Track usage over the die:
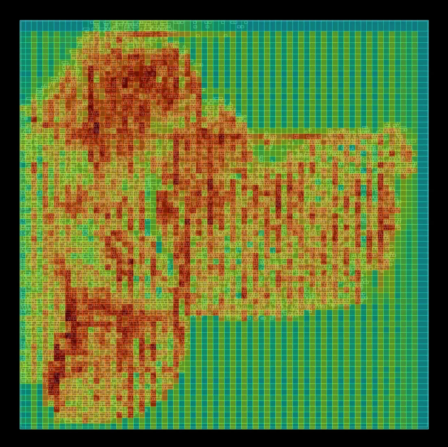
Metal 1:
Drawn at 1 px/µm. Supply wires on this layer in gray.
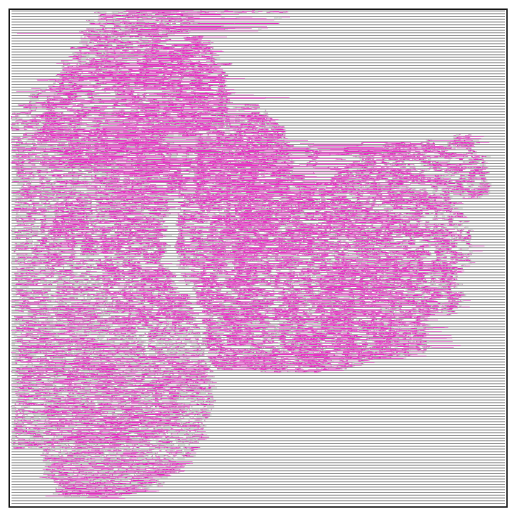
Routed metal, one color a layer:
Drawn at 1 px/µm. Only two layers are drawn.
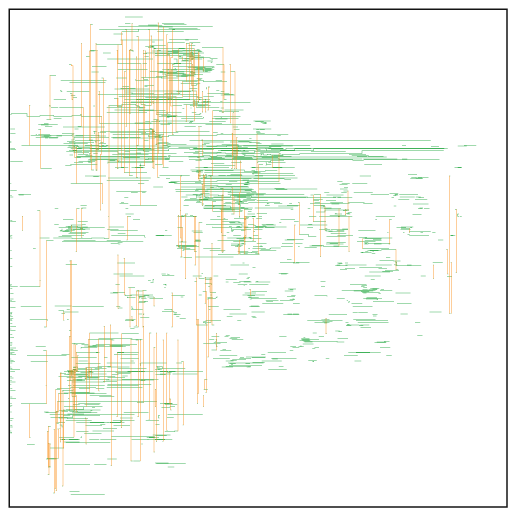
--- src/rtl/fp_pkg.sv ---
// ============================================================================
// Module : fp_pkg
// Brief  : Shared FP32 constants, dot-product FSM state type and the FP32
//          multiply/add arithmetic used by the multiplier and adder units.
// Rev    : 1.0  initial release
// ============================================================================
`default_nettype none

package fp_pkg;

    localparam logic [31:0] FP_ZERO     = 32'h00000000;
    localparam int          FP_SIGN_BIT = 31;
    localparam logic [31:0] FP_QNAN     = 32'h7FC00000;

    typedef enum logic [2:0] {
        GET      = 3'd0,
        MUL      = 3'd1,
        MUL_WAIT = 3'd2,
        ADD      = 3'd3,
        ADD_WAIT = 3'd4,
        OUT      = 3'd5
    } dot_state_t;

    // Round-to-nearest-even on a 24-bit significand (hidden bit included),
    // then saturate to infinity or flush to signed zero.
    function automatic logic [31:0] fp_pack(input logic s, input int e,
                                            input logic [23:0] m,
                                            input logic g, input logic st);
        logic [24:0] r;
        int          ee;
        r  = {1'b0, m} + 25'(g & (st | m[0]));
        ee = e;
        if (r[24]) begin
            r  = r >> 1;
            ee = ee + 1;
        end
        if (ee >= 255) return {s, 8'hFF, 23'h0};
        if (ee <= 0)   return {s, 31'h0};
        return {s, 8'(ee), r[22:0]};
    endfunction

    // Denormal inputs are treated as zero.
    function automatic logic [31:0] fp_mul(input logic [31:0] a, input logic [31:0] b);
        logic        s;
        logic        a_nan, b_nan, a_inf, b_inf, a_zero, b_zero;
        logic [47:0] p;
        int          e;
        s      = a[FP_SIGN_BIT] ^ b[FP_SIGN_BIT];
        a_nan  = (a[30:23] == 8'hFF) && (a[22:0] != 23'h0);
        b_nan  = (b[30:23] == 8'hFF) && (b[22:0] != 23'h0);
        a_inf  = (a[30:23] == 8'hFF) && (a[22:0] == 23'h0);
        b_inf  = (b[30:23] == 8'hFF) && (b[22:0] == 23'h0);
        a_zero = (a[30:23] == 8'h00);
        b_zero = (b[30:23] == 8'h00);
        if (a_nan || b_nan || (a_inf && b_zero) || (b_inf && a_zero)) return FP_QNAN;
        if (a_inf || b_inf)   return {s, 8'hFF, 23'h0};
        if (a_zero || b_zero) return {s, 31'h0};
        p = 48'({1'b1, a[22:0]}) * 48'({1'b1, b[22:0]});
        e = int'(a[30:23]) + int'(b[30:23]) - 127;
        if (p[47]) return fp_pack(s, e + 1, p[47:24], p[23], |p[22:0]);
        return fp_pack(s, e, p[46:23], p[22], |p[21:0]);
    endfunction

    function automatic logic [31:0] fp_add(input logic [31:0] a, input logic [31:0] b);
        logic        a_nan, b_nan, a_inf, b_inf, a_zero, b_zero;
        logic [31:0] x, y;
        logic [26:0] mx, my, lost;
        logic [27:0] sm;
        int          d, e;
        a_nan  = (a[30:23] == 8'hFF) && (a[22:0] != 23'h0);
        b_nan  = (b[30:23] == 8'hFF) && (b[22:0] != 23'h0);
        a_inf  = (a[30:23] == 8'hFF) && (a[22:0] == 23'h0);
        b_inf  = (b[30:23] == 8'hFF) && (b[22:0] == 23'h0);
        a_zero = (a[30:23] == 8'h00);
        b_zero = (b[30:23] == 8'h00);
        if (a_nan || b_nan || (a_inf && b_inf && (a[FP_SIGN_BIT] != b[FP_SIGN_BIT])))
            return FP_QNAN;
        if (a_inf)  return {a[FP_SIGN_BIT], 8'hFF, 23'h0};
        if (b_inf)  return {b[FP_SIGN_BIT], 8'hFF, 23'h0};
        if (a_zero && b_zero) return {a[FP_SIGN_BIT] & b[FP_SIGN_BIT], 31'h0};
        if (a_zero) return b;
        if (b_zero) return a;
        // x carries the larger magnitude and therefore the result sign
        x = a;
        y = b;
        if (b[30:0] > a[30:0]) begin
            x = b;
            y = a;
        end
        mx = {1'b1, x[22:0], 3'b000};
        my = {1'b1, y[22:0], 3'b000};
        d  = int'(x[30:23]) - int'(y[30:23]);
        if (d > 27) d = 27;
        lost = my & ((27'd1 << d) - 27'd1);
        my   = (my >> d) | {26'h0, |lost};
        if (x[FP_SIGN_BIT] == y[FP_SIGN_BIT]) sm = {1'b0, mx} + {1'b0, my};
        else                                  sm = {1'b0, mx} - {1'b0, my};
        if (sm == '0) return FP_ZERO;
        e = int'(x[30:23]);
        if (sm[27]) begin
            sm = {1'b0, sm[27:2], sm[1] | sm[0]};
            e  = e + 1;
        end else begin
            for (int i = 0; i < 26; i++) begin
                if (!sm[26]) begin
                    sm = sm << 1;
                    e  = e - 1;
                end
            end
        end
        return fp_pack(x[FP_SIGN_BIT], e, sm[26:3], sm[2], |sm[1:0]);
    endfunction

endpackage

`default_nettype wire

--- src/rtl/adder.sv ---
// ============================================================================
// Module : adder
// Brief  : FP32 adder with independent stb/ack operand ports and a stb/ack
//          result port.
// Rev    : 1.0  initial release
// ============================================================================
`default_nettype none

module adder
    import fp_pkg::*;
(
    input  logic        clk,
    input  logic        rst,
    input  logic [31:0] input_a,
    input  logic        input_a_stb,
    output logic        input_a_ack,
    input  logic [31:0] input_b,
    input  logic        input_b_stb,
    output logic        input_b_ack,
    output logic [31:0] output_z,
    output logic        output_z_stb,
    input  logic        output_z_ack
);

    logic [31:0] r_a, r_b, r_z;
    logic        r_have_a, r_have_b, r_a_ack, r_b_ack, r_z_stb;

    always_ff @(posedge clk) begin
        if (rst) begin
            r_a      <= FP_ZERO;
            r_b      <= FP_ZERO;
            r_z      <= FP_ZERO;
            r_have_a <= 1'b0;
            r_have_b <= 1'b0;
            r_a_ack  <= 1'b0;
            r_b_ack  <= 1'b0;
            r_z_stb  <= 1'b0;
        end else begin
            r_a_ack <= 1'b0;
            r_b_ack <= 1'b0;
            if (!r_z_stb) begin
                if (input_a_stb && !r_have_a && !r_a_ack) begin
                    r_a      <= input_a;
                    r_have_a <= 1'b1;
                    r_a_ack  <= 1'b1;
                end
                if (input_b_stb && !r_have_b && !r_b_ack) begin
                    r_b      <= input_b;
                    r_have_b <= 1'b1;
                    r_b_ack  <= 1'b1;
                end
                if (r_have_a && r_have_b) begin
                    r_z      <= fp_add(r_a, r_b);
                    r_z_stb  <= 1'b1;
                    r_have_a <= 1'b0;
                    r_have_b <= 1'b0;
                end
            end else if (output_z_ack) begin
                r_z_stb <= 1'b0;
            end
        end
    end

    assign input_a_ack  = r_a_ack;
    assign input_b_ack  = r_b_ack;
    assign output_z     = r_z;
    assign output_z_stb = r_z_stb;

endmodule

`default_nettype wire

--- src/rtl/multiplier.sv ---
// ============================================================================
// Module : multiplier
// Brief  : FP32 multiplier with independent stb/ack operand ports and a
//          stb/ack result port.
// Rev    : 1.0  initial release
// ============================================================================
`default_nettype none

module multiplier
    import fp_pkg::*;
(
    input  logic        clk,
    input  logic        rst,
    input  logic [31:0] input_a,
    input  logic        input_a_stb,
    output logic        input_a_ack,
    input  logic [31:0] input_b,
    input  logic        input_b_stb,
    output logic        input_b_ack,
    output logic [31:0] output_z,
    output logic        output_z_stb,
    input  logic        output_z_ack
);

    logic [31:0] r_a, r_b, r_z;
    logic        r_have_a, r_have_b, r_a_ack, r_b_ack, r_z_stb;

    always_ff @(posedge clk) begin
        if (rst) begin
            r_a      <= FP_ZERO;
            r_b      <= FP_ZERO;
            r_z      <= FP_ZERO;
            r_have_a <= 1'b0;
            r_have_b <= 1'b0;
            r_a_ack  <= 1'b0;
            r_b_ack  <= 1'b0;
            r_z_stb  <= 1'b0;
        end else begin
            r_a_ack <= 1'b0;
            r_b_ack <= 1'b0;
            if (!r_z_stb) begin
                if (input_a_stb && !r_have_a && !r_a_ack) begin
                    r_a      <= input_a;
                    r_have_a <= 1'b1;
                    r_a_ack  <= 1'b1;
                end
                if (input_b_stb && !r_have_b && !r_b_ack) begin
                    r_b      <= input_b;
                    r_have_b <= 1'b1;
                    r_b_ack  <= 1'b1;
                end
                if (r_have_a && r_have_b) begin
                    r_z      <= fp_mul(r_a, r_b);
                    r_z_stb  <= 1'b1;
                    r_have_a <= 1'b0;
                    r_have_b <= 1'b0;
                end
            end else if (output_z_ack) begin
                r_z_stb <= 1'b0;
            end
        end
    end

    assign input_a_ack  = r_a_ack;
    assign input_b_ack  = r_b_ack;
    assign output_z     = r_z;
    assign output_z_stb = r_z_stb;

endmodule

`default_nettype wire

--- src/rtl/fp_dot_product.sv ---
// ============================================================================
// Module : fp_dot_product
// Brief  : Sequential FP32 dot product over LEN stb/ack element pairs using
//          one multiplier and one adder. Define DOT_RELU_EN to clamp
//          sign-set results to +0.0.
// Rev    : 1.0  initial release
// ============================================================================
`default_nettype none

module fp_dot_product
    import fp_pkg::*;
#(
    parameter int LEN   = 8,
    parameter int CNT_W = $clog2(LEN + 1)
) (
    input  logic        clk,
    input  logic        rst,
    input  logic [31:0] in_a,
    input  logic [31:0] in_b,
    input  logic        in_stb,
    output logic        in_ack,
    output logic [31:0] out_z,
    output logic        out_stb,
    input  logic        out_ack
);

    localparam logic [CNT_W-1:0] c_last = CNT_W'(LEN - 1);

    dot_state_t       r_state;
    logic [CNT_W-1:0] r_count;
    logic [31:0]      r_op_a, r_op_b, r_prod, r_acc, r_out_z;
    logic             r_in_ack, r_out_stb;
    logic             r_mul_a_stb, r_mul_b_stb, r_mul_z_ack;
    logic             r_add_a_stb, r_add_b_stb, r_add_z_ack;

    logic             w_mul_a_ack, w_mul_b_ack, w_mul_z_stb;
    logic             w_add_a_ack, w_add_b_ack, w_add_z_stb;
    logic [31:0]      w_mul_z, w_add_z, w_result;
    logic             w_mul_a_pend, w_mul_b_pend, w_add_a_pend, w_add_b_pend;

    // An operand strobe stays pending until its own ack arrives
    assign w_mul_a_pend = r_mul_a_stb & ~w_mul_a_ack;
    assign w_mul_b_pend = r_mul_b_stb & ~w_mul_b_ack;
    assign w_add_a_pend = r_add_a_stb & ~w_add_a_ack;
    assign w_add_b_pend = r_add_b_stb & ~w_add_b_ack;

`ifdef DOT_RELU_EN
    assign w_result = w_add_z[FP_SIGN_BIT] ? FP_ZERO : w_add_z;
`else
    assign w_result = w_add_z;
`endif

    multiplier u_multiplier (
        .clk          (clk),
        .rst          (rst),
        .input_a      (r_op_a),
        .input_a_stb  (r_mul_a_stb),
        .input_a_ack  (w_mul_a_ack),
        .input_b      (r_op_b),
        .input_b_stb  (r_mul_b_stb),
        .input_b_ack  (w_mul_b_ack),
        .output_z     (w_mul_z),
        .output_z_stb (w_mul_z_stb),
        .output_z_ack (r_mul_z_ack)
    );

    adder u_adder (
        .clk          (clk),
        .rst          (rst),
        .input_a      (r_acc),
        .input_a_stb  (r_add_a_stb),
        .input_a_ack  (w_add_a_ack),
        .input_b      (r_prod),
        .input_b_stb  (r_add_b_stb),
        .input_b_ack  (w_add_b_ack),
        .output_z     (w_add_z),
        .output_z_stb (w_add_z_stb),
        .output_z_ack (r_add_z_ack)
    );

    always_ff @(posedge clk) begin
        if (rst) begin
            r_state     <= GET;
            r_count     <= '0;
            r_op_a      <= FP_ZERO;
            r_op_b      <= FP_ZERO;
            r_prod      <= FP_ZERO;
            r_acc       <= FP_ZERO;
            r_out_z     <= FP_ZERO;
            r_in_ack    <= 1'b0;
            r_out_stb   <= 1'b0;
            r_mul_a_stb <= 1'b0;
            r_mul_b_stb <= 1'b0;
            r_mul_z_ack <= 1'b0;
            r_add_a_stb <= 1'b0;
            r_add_b_stb <= 1'b0;
            r_add_z_ack <= 1'b0;
        end else begin
            r_in_ack    <= 1'b0;
            r_mul_z_ack <= 1'b0;
            r_add_z_ack <= 1'b0;
            case (r_state)
                GET: begin
                    if (in_stb && !r_in_ack) begin
                        r_op_a      <= in_a;
                        r_op_b      <= in_b;
                        r_in_ack    <= 1'b1;
                        r_mul_a_stb <= 1'b1;
                        r_mul_b_stb <= 1'b1;
                        r_state     <= MUL;
                    end
                end
                MUL: begin
                    r_mul_a_stb <= w_mul_a_pend;
                    r_mul_b_stb <= w_mul_b_pend;
                    if (!w_mul_a_pend && !w_mul_b_pend) r_state <= MUL_WAIT;
                end
                MUL_WAIT: begin
                    if (w_mul_z_stb) begin
                        r_prod      <= w_mul_z;
                        r_mul_z_ack <= 1'b1;
                        r_add_a_stb <= 1'b1;
                        r_add_b_stb <= 1'b1;
                        r_state     <= ADD;
                    end
                end
                ADD: begin
                    r_add_a_stb <= w_add_a_pend;
                    r_add_b_stb <= w_add_b_pend;
                    if (!w_add_a_pend && !w_add_b_pend) r_state <= ADD_WAIT;
                end
                ADD_WAIT: begin
                    if (w_add_z_stb) begin
                        r_acc       <= w_add_z;
                        r_add_z_ack <= 1'b1;
                        r_count     <= r_count + 1'b1;
                        if (r_count == c_last) begin
                            r_out_z   <= w_result;
                            r_out_stb <= 1'b1;
                            r_state   <= OUT;
                        end else begin
                            r_state <= GET;
                        end
                    end
                end
                OUT: begin
                    if (out_ack) begin
                        r_out_stb <= 1'b0;
                        r_acc     <= FP_ZERO;
                        r_count   <= '0;
                        r_state   <= GET;
                    end
                end
                default: r_state <= GET;
            endcase
        end
    end

    assign in_ack  = r_in_ack;
    assign out_z   = r_out_z;
    assign out_stb = r_out_stb;

endmodule

`default_nettype wire

--- config.mk ---
export PLATFORM = sky130hd
export DESIGN_NAME = fp_dot_product
export DESIGN_NICKNAME = d
export VERILOG_FILES = /design/src/rtl/fp_pkg.sv /design/src/rtl/adder.sv /design/src/rtl/multiplier.sv /design/src/rtl/fp_dot_product.sv
export SDC_FILE = /design/constraint.sdc
export NUM_CORES = 2
export LEC_CHECK = 0
export CAP_MARGIN = 20
export CORE_UTILIZATION = 30
export DETAILED_ROUTE_END_ITERATION = 8
export SETUP_SLACK_MARGIN = 0.4
export SKIP_LAST_GASP = 1
export SYNTH_ARGS = -nofsm -noshare
export SYNTH_HDL_FRONTEND = slang
export SYNTH_HIERARCHICAL = 1
export SYNTH_SLANG_ARGS = --single-unit
--- constraint.sdc ---
create_clock -name clk -period 33.7 [get_ports clk]
set_input_delay 8.425 -clock clk [delete_from_list [all_inputs] [get_ports clk]]
set_output_delay 8.425 -clock clk [all_outputs]
set_load 0.005 [all_outputs]
==> results.yml <==
# generated from flow reports
status:
  run_status: "finished, final reports clean"
min_path:
  hold_path.class: "reg -> reg"
  hp-start: "u_multiplier/output_z[15]"
  min_to: "r_prod[15]"
cells_and_area:
  largest_cell_class: "combinational gates"
  clkCellAreaFrac: 0.01647
  comb_area_frac: 0.7675
  final_cell_mix: "nand2_1 (1540), inv_1 (791), nor2_1 (765)"
  seq_area_frac: 0.09550
  inv_count: 801
  fin_area_um2: 79070
  final_cells: 13250
synthesis:
  synth_area_leader_cell: "fa_1"
  simple_gate_share: 0.3036
  area_leaders: "fa_1 (13%), dfxtp_1 (10%), nand2_1 (7.9%)"
  ys_top_cells_by_count: "nand2_1 (1542), inv_1 (791), nor2_1 (772)"
  ys_async_sr_fraction: 0
  mux_share: 0.02328
  synth_area_um2: 73260
worst_setup_path:
  worst_ep_required_time_ps: 34220
  crit_cells: 135
  critical_path.startpoint: "u_adder/r_a[28]"
  crit_fanout: 19
sta:
  finalClockPeriodUsage: 0.9242
  setup_viol: 0
  slew_viol_final: 0
  fin_ws_ps: 2556
  skew_ps: 40.88
  worst_hold_slack_ps: 437.4
power_and_ir_drop:
  combPwrFrac: 0.233
  p_sw_frac: 0.3376
  p_total_mw: 1.240
clock_network:
  htreeDepth: 2
  cts.reportedPaths.clkPinSlew_ps: 70
detailed_routing:
  wl_um: 275500
  wl_met3_um: 20740
  drcViolationCount: 0
run:
  maxCapViolCount: 0
  tool_warnings: 56
global_route:
  grtUsageMet3: 0.03059
  antenna_found_initial: 3
Notes on 'track usage over the die' above:
WL/cell: 20.80 µm
met1 Use GR: 0.3003
GRT Total Usage: 0.2159
most crowded layer after global routing: met2

Notes on 'metal 1' above:
share of all routed wire	45%
main direction	horizontal
nets with wire on the layer	10295
longest straight run	110 µm
wire length on this layer	125 mm

Notes on 'routed metal, one color a layer' above:
color	layer	wire length
orange	met4	10700 µm
green	met3	20.7 mm

